File: config.mk
export PLATFORM = sky130hd
export DESIGN_NAME = nonce_scheduler_flat
export DESIGN_NICKNAME = d
export VERILOG_FILES = /design/src/rtl/miner_pkg.sv /design/src/rtl/nonce_scheduler_if.sv /design/src/rtl/lane_prio_pick.sv /design/src/rtl/nonce_scheduler.sv /design/src/flat_wrapper.sv
export SDC_FILE = /design/constraint.sdc
export NUM_CORES = 2
export LEC_CHECK = 0
export ABC_AREA = 1
export CAP_MARGIN = 30
export CORE_AREA = 2 2 668 670
export DETAILED_ROUTE_END_ITERATION = 8
export DIE_AREA = 0 0 670 672
export MAX_ROUTING_LAYER = met4
export PLACE_DENSITY = 0.34
export SLEW_MARGIN = 25
export SYNTH_ARGS = -nofsm -noshare
export SYNTH_HDL_FRONTEND = slang
export SYNTH_SLANG_ARGS = --single-unit
File: constraint.sdc
create_clock -name clk -period 3.41 [get_ports clk]
set_input_delay 0.5115 -clock clk [delete_from_list [all_inputs] [get_ports clk]]
set_output_delay 0.5115 -clock clk [all_outputs]
set_load 0.01 [all_outputs]
File: src/rtl/miner_pkg.sv
// Shared types and defaults for the nonce scheduler slice.
// The scheduler's optional share reporting is built only when NONCE_SCHED_SHARE_EN is defined.
package miner_pkg;

  // state_out codes, kept compatible with the single-core solver.
  typedef enum logic [2:0] {
    ST_IDLE      = 3'd0,
    ST_RUN       = 3'd1,
    ST_FOUND     = 3'd2,
    ST_EXHAUSTED = 3'd3,
    ST_DRAIN     = 3'd4
  } state_e;

  localparam int DEF_NUM_LANES  = 4;
  localparam int DEF_NONCE_W    = 32;
  localparam int DEF_CHUNK_LOG2 = 8;
  localparam int DEF_HASH_W     = 256;

  // A chunk count runs 1..2**chunk_log2, so it needs one bit more than the log.
  function automatic int chunk_count_w(input int chunk_log2);
    return chunk_log2 + 1;
  endfunction

endpackage

File: src/rtl/nonce_scheduler_if.sv
// Lane-array bus between the nonce scheduler (master) and the hashing lanes (slave).
//
// Job handshake: per lane i, lane_job_valid[i] is an offer that stays asserted with
// lane_job_nonce/lane_job_count slice i held stable until the lane accepts it; the job
// transfers in exactly the cycle where lane_job_valid[i] & lane_job_ready[i] is high.
// lane_res_valid, lane_job_done and lane_abort are single-cycle strobes without back-pressure.
interface nonce_scheduler_if #(
  parameter int NUM_LANES  = miner_pkg::DEF_NUM_LANES,
  parameter int NONCE_W    = miner_pkg::DEF_NONCE_W,
  parameter int CHUNK_LOG2 = miner_pkg::DEF_CHUNK_LOG2,
  parameter int HASH_W     = miner_pkg::DEF_HASH_W
);

  logic [NUM_LANES-1:0]                lane_job_valid;
  logic [NUM_LANES-1:0]                lane_job_ready;
  logic [NUM_LANES*NONCE_W-1:0]        lane_job_nonce;
  logic [NUM_LANES*(CHUNK_LOG2+1)-1:0] lane_job_count;
  logic                                lane_abort;
  logic [NUM_LANES-1:0]                lane_res_valid;
  logic [NUM_LANES*NONCE_W-1:0]        lane_res_nonce;
  logic [NUM_LANES*HASH_W-1:0]         lane_res_hash;
  logic [NUM_LANES-1:0]                lane_job_done;

  modport master (
    output lane_job_valid, lane_job_nonce, lane_job_count, lane_abort,
    input  lane_job_ready, lane_res_valid, lane_res_nonce, lane_res_hash, lane_job_done
  );

  modport slave (
    input  lane_job_valid, lane_job_nonce, lane_job_count, lane_abort,
    output lane_job_ready, lane_res_valid, lane_res_nonce, lane_res_hash, lane_job_done
  );

endinterface

File: src/rtl/lane_prio_pick.sv
// Lowest-index priority picker: one-hot grant of the lowest set request bit.
module lane_prio_pick #(
  parameter int N = 4
) (
  input  logic [N-1:0] req,
  output logic [N-1:0] grant,
  output logic         any
);

  // Isolate the lowest set bit with the two's-complement trick.
  always_comb begin
    grant = req & (~req + N'(1));
    any   = |req;
  end

endmodule

File: src/rtl/nonce_scheduler.sv
// Nonce scheduler: splits [nonce_base, nonce_limit] into chunks, dispatches them to
// NUM_LANES hashing lanes, and checks every returned hash against the target.
// Optional share reporting (share_target/share_pulse/share_nonce/share_count) is
// built when NONCE_SCHED_SHARE_EN is defined.
module nonce_scheduler
  import miner_pkg::*;
#(
  parameter int NUM_LANES  = DEF_NUM_LANES,
  parameter int NONCE_W    = DEF_NONCE_W,
  parameter int CHUNK_LOG2 = DEF_CHUNK_LOG2,
  parameter int HASH_W     = DEF_HASH_W
) (
  input  logic               clk,
  input  logic               rst_n,
  input  logic               start,
  input  logic               stop,
  input  logic [NONCE_W-1:0] nonce_base,
  input  logic [NONCE_W-1:0] nonce_limit,
  input  logic [HASH_W-1:0]  target,
  nonce_scheduler_if.master  lane,
`ifdef NONCE_SCHED_SHARE_EN
  input  logic [HASH_W-1:0]  share_target,
  output logic               share_pulse,
  output logic [NONCE_W-1:0] share_nonce,
  output logic [31:0]        share_count,
`endif
  output logic [2:0]         state_out,
  output logic [NONCE_W-1:0] current_nonce,
  output logic [NONCE_W-1:0] found_nonce
);

  localparam int CNT_W = chunk_count_w(CHUNK_LOG2);
  // One extra pointer bit so that stepping past an all-ones limit cannot wrap to 0.
  localparam int PTR_W = NONCE_W + 1;
  localparam logic [PTR_W-1:0] CHUNK_SZ = PTR_W'(1) << CHUNK_LOG2;

  state_e                       state_q, state_d;
  logic [PTR_W-1:0]             nxt_q, limit_q;
  logic [HASH_W-1:0]            target_q;
  logic [NONCE_W-1:0]           found_q;
  logic [NUM_LANES-1:0]         busy_q, offer_q;
  logic [NUM_LANES*NONCE_W-1:0] offer_nonce_q;
  logic [NUM_LANES*CNT_W-1:0]   offer_count_q;
  logic                         abort_q, drain_q;

  logic [NUM_LANES-1:0] hit, hit_oh, free_oh, handshake;
  logic                 hit_any, free_any;
  logic [NONCE_W-1:0]   hit_nonce;
  logic [CNT_W-1:0]     chunk_cnt, hs_cnt;
  logic [PTR_W-1:0]     remaining;
  logic                 ptr_done, want_offer, start_ok;

  lane_prio_pick #(.N(NUM_LANES)) u_hit_pick (
    .req   (hit),
    .grant (hit_oh),
    .any   (hit_any)
  );

  lane_prio_pick #(.N(NUM_LANES)) u_free_pick (
    .req   (~busy_q & ~offer_q),
    .grant (free_oh),
    .any   (free_any)
  );

  // Per-lane target comparison of this cycle's result strobes.
  always_comb begin
    hit = '0;
    for (int i = 0; i < NUM_LANES; i++) begin
      hit[i] = lane.lane_res_valid[i] &&
               (lane.lane_res_hash[i*HASH_W +: HASH_W] <= target_q);
    end
  end

  // Winner nonce and dispatch bookkeeping (chunk size, accepted count, offer decision).
  always_comb begin
    hit_nonce = '0;
    hs_cnt    = '0;
    handshake = offer_q & lane.lane_job_ready;
    for (int i = 0; i < NUM_LANES; i++) begin
      if (hit_oh[i]) hit_nonce = hit_nonce | lane.lane_res_nonce[i*NONCE_W +: NONCE_W];
      if (handshake[i]) hs_cnt = hs_cnt | offer_count_q[i*CNT_W +: CNT_W];
    end
    remaining = limit_q - nxt_q + PTR_W'(1);
    chunk_cnt = (remaining < CHUNK_SZ) ? CNT_W'(remaining) : CNT_W'(CHUNK_SZ);
    ptr_done  = nxt_q > limit_q;
    // Only one offer is outstanding at a time, so every offer carries a fresh pointer.
    want_offer = (state_q == ST_RUN) && !stop && !hit_any && (offer_q == '0) &&
                 !ptr_done && free_any;
    start_ok   = start && !stop &&
                 ((state_q == ST_IDLE) || (state_q == ST_FOUND) || (state_q == ST_EXHAUSTED));
  end

  // State register.
  always_ff @(posedge clk or negedge rst_n) begin
    if (!rst_n) state_q <= ST_IDLE;
    else        state_q <= state_d;
  end

  // Next-state logic; stop takes priority over start and over a hit.
  always_comb begin
    state_d = state_q;
    case (state_q)
      ST_IDLE: begin
        if (start_ok) state_d = (nonce_base > nonce_limit) ? ST_EXHAUSTED : ST_RUN;
      end
      ST_RUN: begin
        if (stop)         state_d = ST_DRAIN;
        else if (hit_any) state_d = ST_FOUND;
        else if (ptr_done && (busy_q == '0) && (offer_q == '0)) state_d = ST_EXHAUSTED;
      end
      ST_FOUND, ST_EXHAUSTED: begin
        if (stop)          state_d = ST_IDLE;
        else if (start_ok) state_d = (nonce_base > nonce_limit) ? ST_EXHAUSTED : ST_RUN;
      end
      ST_DRAIN: begin
        if (drain_q) state_d = ST_IDLE;
      end
      default: state_d = ST_IDLE;
    endcase
  end

  // Range latch, dispatch pointer, lane offers/busy flags, found nonce and abort pulse.
  always_ff @(posedge clk or negedge rst_n) begin
    if (!rst_n) begin
      nxt_q         <= '0;
      limit_q       <= '0;
      target_q      <= '0;
      found_q       <= '0;
      busy_q        <= '0;
      offer_q       <= '0;
      offer_nonce_q <= '0;
      offer_count_q <= '0;
      abort_q       <= 1'b0;
      drain_q       <= 1'b0;
    end else begin
      abort_q <= 1'b0;
      // drain_q marks the second DRAIN cycle.
      drain_q <= (state_q == ST_DRAIN) && !drain_q;
      busy_q  <= busy_q & ~lane.lane_job_done;
      if (start_ok) begin
        nxt_q    <= {1'b0, nonce_base};
        limit_q  <= {1'b0, nonce_limit};
        target_q <= target;
        busy_q   <= '0;
        offer_q  <= '0;
      end else if (state_q == ST_RUN) begin
        if (stop || hit_any) begin
          abort_q <= 1'b1;
          busy_q  <= '0;
          offer_q <= '0;
          if (!stop) found_q <= hit_nonce;
        end else begin
          busy_q  <= (busy_q & ~lane.lane_job_done) | handshake;
          offer_q <= (offer_q & ~handshake) | (want_offer ? free_oh : '0);
          if (|handshake) nxt_q <= nxt_q + PTR_W'(hs_cnt);
          for (int i = 0; i < NUM_LANES; i++) begin
            if (want_offer && free_oh[i]) begin
              offer_nonce_q[i*NONCE_W +: NONCE_W] <= nxt_q[NONCE_W-1:0];
              offer_count_q[i*CNT_W +: CNT_W]     <= chunk_cnt;
            end
          end
        end
      end
    end
  end

`ifdef NONCE_SCHED_SHARE_EN
  logic [NUM_LANES-1:0] share_hit, share_oh;
  logic                 share_any;
  logic [NONCE_W-1:0]   share_nonce_d;

  lane_prio_pick #(.N(NUM_LANES)) u_share_pick (
    .req   (share_hit),
    .grant (share_oh),
    .any   (share_any)
  );

  // Results meeting the share target but not the block target.
  always_comb begin
    share_hit     = '0;
    share_nonce_d = '0;
    for (int i = 0; i < NUM_LANES; i++) begin
      share_hit[i] = lane.lane_res_valid[i] && !hit[i] &&
                     (lane.lane_res_hash[i*HASH_W +: HASH_W] <= share_target);
      if (share_oh[i]) share_nonce_d = share_nonce_d | lane.lane_res_nonce[i*NONCE_W +: NONCE_W];
    end
  end

  // Share pulse, latest share nonce and saturating share counter.
  always_ff @(posedge clk or negedge rst_n) begin
    if (!rst_n) begin
      share_pulse <= 1'b0;
      share_nonce <= '0;
      share_count <= '0;
    end else begin
      share_pulse <= 1'b0;
      if (start_ok) begin
        share_count <= '0;
      end else if ((state_q == ST_RUN) && !stop && share_any) begin
        share_pulse <= 1'b1;
        share_nonce <= share_nonce_d;
        if (share_count != '1) share_count <= share_count + 32'd1;
      end
    end
  end
`endif

  // Outputs; current_nonce shows the winner while FOUND.
  always_comb begin
    state_out           = state_q;
    current_nonce       = (state_q == ST_FOUND) ? found_q : nxt_q[NONCE_W-1:0];
    found_nonce         = found_q;
    lane.lane_job_valid = offer_q;
    lane.lane_job_nonce = offer_nonce_q;
    lane.lane_job_count = offer_count_q;
    lane.lane_abort     = abort_q;
  end

endmodule

File: src/flat_wrapper.sv
// flat-port wrapper written by rule: the top's interface ports become plain ports
module nonce_scheduler_flat import miner_pkg::*;
#(
  parameter int NUM_LANES  = DEF_NUM_LANES,
  parameter int NONCE_W    = DEF_NONCE_W,
  parameter int CHUNK_LOG2 = DEF_CHUNK_LOG2,
  parameter int HASH_W     = DEF_HASH_W
)
  (clk, rst_n, start, stop, nonce_base, nonce_limit, target, state_out, current_nonce, found_nonce, lane_lane_job_valid, lane_lane_job_nonce, lane_lane_job_count, lane_lane_abort, lane_lane_job_ready, lane_lane_res_valid, lane_lane_res_nonce, lane_lane_res_hash, lane_lane_job_done);
  nonce_scheduler_if #(.NUM_LANES(NUM_LANES), .NONCE_W(NONCE_W), .CHUNK_LOG2(CHUNK_LOG2), .HASH_W(HASH_W)) lane_i ();
  input  logic clk;
  input  logic rst_n;
  input  logic start;
  input  logic stop;
  input  logic [NONCE_W-1:0] nonce_base;
  input  logic [NONCE_W-1:0] nonce_limit;
  input  logic [HASH_W-1:0] target;
  output logic [2:0] state_out;
  output logic [NONCE_W-1:0] current_nonce;
  output logic [NONCE_W-1:0] found_nonce;
  output wire logic [$bits(lane_i.lane_job_valid)-1:0] lane_lane_job_valid;
  output wire logic [$bits(lane_i.lane_job_nonce)-1:0] lane_lane_job_nonce;
  output wire logic [$bits(lane_i.lane_job_count)-1:0] lane_lane_job_count;
  output wire logic [$bits(lane_i.lane_abort)-1:0] lane_lane_abort;
  input wire logic [$bits(lane_i.lane_job_ready)-1:0] lane_lane_job_ready;
  input wire logic [$bits(lane_i.lane_res_valid)-1:0] lane_lane_res_valid;
  input wire logic [$bits(lane_i.lane_res_nonce)-1:0] lane_lane_res_nonce;
  input wire logic [$bits(lane_i.lane_res_hash)-1:0] lane_lane_res_hash;
  input wire logic [$bits(lane_i.lane_job_done)-1:0] lane_lane_job_done;
  assign lane_lane_job_valid = lane_i.lane_job_valid;
  assign lane_lane_job_nonce = lane_i.lane_job_nonce;
  assign lane_lane_job_count = lane_i.lane_job_count;
  assign lane_lane_abort = lane_i.lane_abort;
  assign lane_i.lane_job_ready = lane_lane_job_ready;
  assign lane_i.lane_res_valid = lane_lane_res_valid;
  assign lane_i.lane_res_nonce = lane_lane_res_nonce;
  assign lane_i.lane_res_hash = lane_lane_res_hash;
  assign lane_i.lane_job_done = lane_lane_job_done;
  nonce_scheduler #(.NUM_LANES(NUM_LANES), .NONCE_W(NONCE_W), .CHUNK_LOG2(CHUNK_LOG2), .HASH_W(HASH_W)) u_core (.clk(clk), .rst_n(rst_n), .start(start), .stop(stop), .nonce_base(nonce_base), .nonce_limit(nonce_limit), .target(target), .lane(lane_i), .state_out(state_out), .current_nonce(current_nonce), .found_nonce(found_nonce));
endmodule
### M1 wires

Supply wires on this layer in gray.
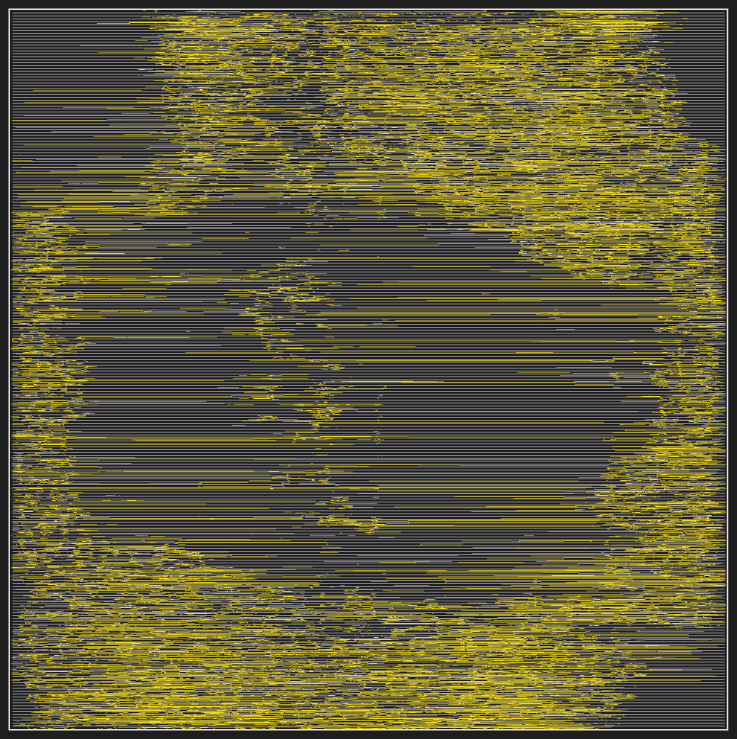
- main direction: horizontal
- longest straight run: 379 um
- share of all routed wire: 44%
- nets with wire on the layer: 11834
- wire length on this layer: 204 mm
via count: 61.3k
final WL: 460 mm
grt met1 use: 0.252

### Placement view

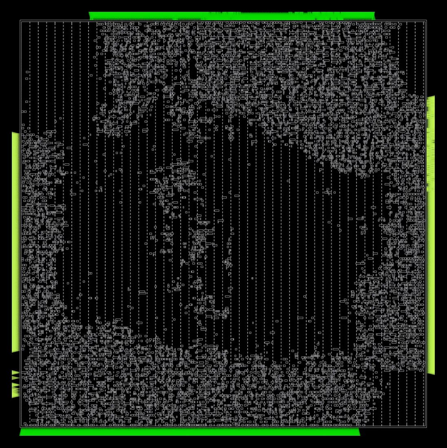
fin util: 0.207
num rows: 245
tap cells: 5928
num sequential: 530

path summary, 6_finish.rpt:
path / startpoint / to / slack (ns)
setup reg to reg: u_core.target_q[235] / u_core.lane.lane_job_nonce[90] / -0.59
max in group asynchronous: rst_n / u_core.target_q[104] / 1.98
hold reg to reg: u_core.drain_q / u_core.drain_q / 0.43
min in group clk: target[68] / u_core.target_q[68] / 0.22
setup / recovery: u_core.target_q[235] / u_core.lane.lane_job_nonce[90] / -0.59
hold / removal: rst_n / u_core.target_q[231] / 0.17
per-stage QoR:
| stage | instances | area (um^2) |
|---|---|---|
| floorplan | 7096 | 51300 |
| global placement | 15720 | 85900 |
| detailed placement | 15721 | 85900 |
| CTS | 15925 | 90500 |
| global route | 16069 | 91900 |
| finish | 16098 | 91900 |
timing repair:
action	CTS	global route
endpoints found under the setup margin	272	272
setup buffers	41	22
pin swaps	67	55
endpoints found under the hold margin	251	0
gates cloned	8	14
gates resized	252	147
hold buffers	1	0
kinds of logic after synthesis:
family	count (synthesis)	synth area share
flops	530	0.258
fa+ha+maj	1161	0.284
mux	1	0.000219
xor+xnor	36	0.00614
buf+inv	891	0.0676
compound gates	1208	0.124
simple gates	3269	0.260
sequential cells by signal (all words and copies together), names as in the netlist:
signal,count
u_core.target_q,256
u_core.lane.lane_job_nonce,128
u_core.lane.lane_job_count,36
u_core.nxt_q,33
u_core.found_nonce,32
u_core.limit_q,32
u_core.busy_q,4
u_core.lane.lane_job_valid,4
u_core.state_out,3
u_core.drain_q,1
u_core.lane.lane_abort,1
cells in the mapped netlist (5+ instances only):
cell type	number	area share
o21a_1	52	0.0076
nand3b_1	8	0.0012
inv_2	5	0.00037
o211ai_1	8	0.0012
xnor2_1	7	0.0012
o21bai_1	16	0.0023
buf_2	5	0.00049
buf_1	5	0.00037
xor2_1	29	0.0049
nor4_1	23	0.0028
nor3_1	52	0.0051
clkbuf_1	139	0.010
nor2_8	5	0.0020
o21ai_0	476	0.046
nor2_1	449	0.033
and2_1	6	0.00073
nand2_1	2274	0.17
nand3_1	289	0.028
dfrtp_1	530	0.26
a21oi_1	602	0.059
inv_1	717	0.052
nor3b_1	9	0.0013
o31ai_1	5	0.00073
ha_1	1158	0.28
a21o_1	32	0.0047
buf_6	16	0.0035
nand4_1	133	0.016
critical path, stage by stage (launching register included):
cell and delay, ns:
dfrtp_1 0.36, clkinvlp_4 0.25, ha_4 0.38, nand2_4 0.05, nor2_4 0.11, nand4_1 0.22
nor2_4 0.22, buf_6 0.15, nand2_8 0.06, nor3_4 0.21, buf_12 0.15, nand2_8 0.05
o21bai_4 0.21, nand2_2 0.09, nand2_2 0.05, nand2_2 0.07, nand2_4 0.07, nor2_8 0.18
buf_12 0.13, buf_8 0.11, nand4_1 0.18, buf_6 0.22, clkbuf_16 0.19, nand2_2 0.07
nand2_1 0.05
routing by layer:
metal  GRT usage  part of all wire
met1       0.252              0.44
met2       0.336              0.48
met3      0.0382             0.056
met4      0.0445             0.025
met5           -                 0
==> results.py <==
# Auto-generated metrics
metrics = {
    "outcome": {
        "violations": "negative setup slack",
        "status": "finished, violations left",
    },
    "detailed_routing": {
        "vias_per_cell": 3.81,
        "drc": 0,
    },
    "yosys": {
        "ys_ff": 530,
        "yosys_most_used_dff": "dfrtp_1",
        "fp_nets": 9745,
        "ys_cells": 7096,
        "synth_cell_types": 52,
    },
    "timing": {
        "setup_viol": 268,
        "fin_ws_ns": -0.590,
        "rsz0062_at_grt": "true",
        "tightest_slew_ns": 0.747,
        "fin_crit_ns": 4.00,
    },
    "floorplan": {
        "die-area_um2": 450000,
        "ios": 1724,
    },
    "pwr": {
        "swShare": 0.487,
        "combPwrFrac": 0.727,
    },
    "finish": {
        "layout-drive-gt1-share": 0.165,
        "comb_share": 0.391,
        "final-nonclk-buf-share": 0.317,
    },
    "global_routing": {
        "grt_first_pass_wirelength_mm": 587,
    },
}
No activity file was given, so power comes from the tool's default toggle rates.
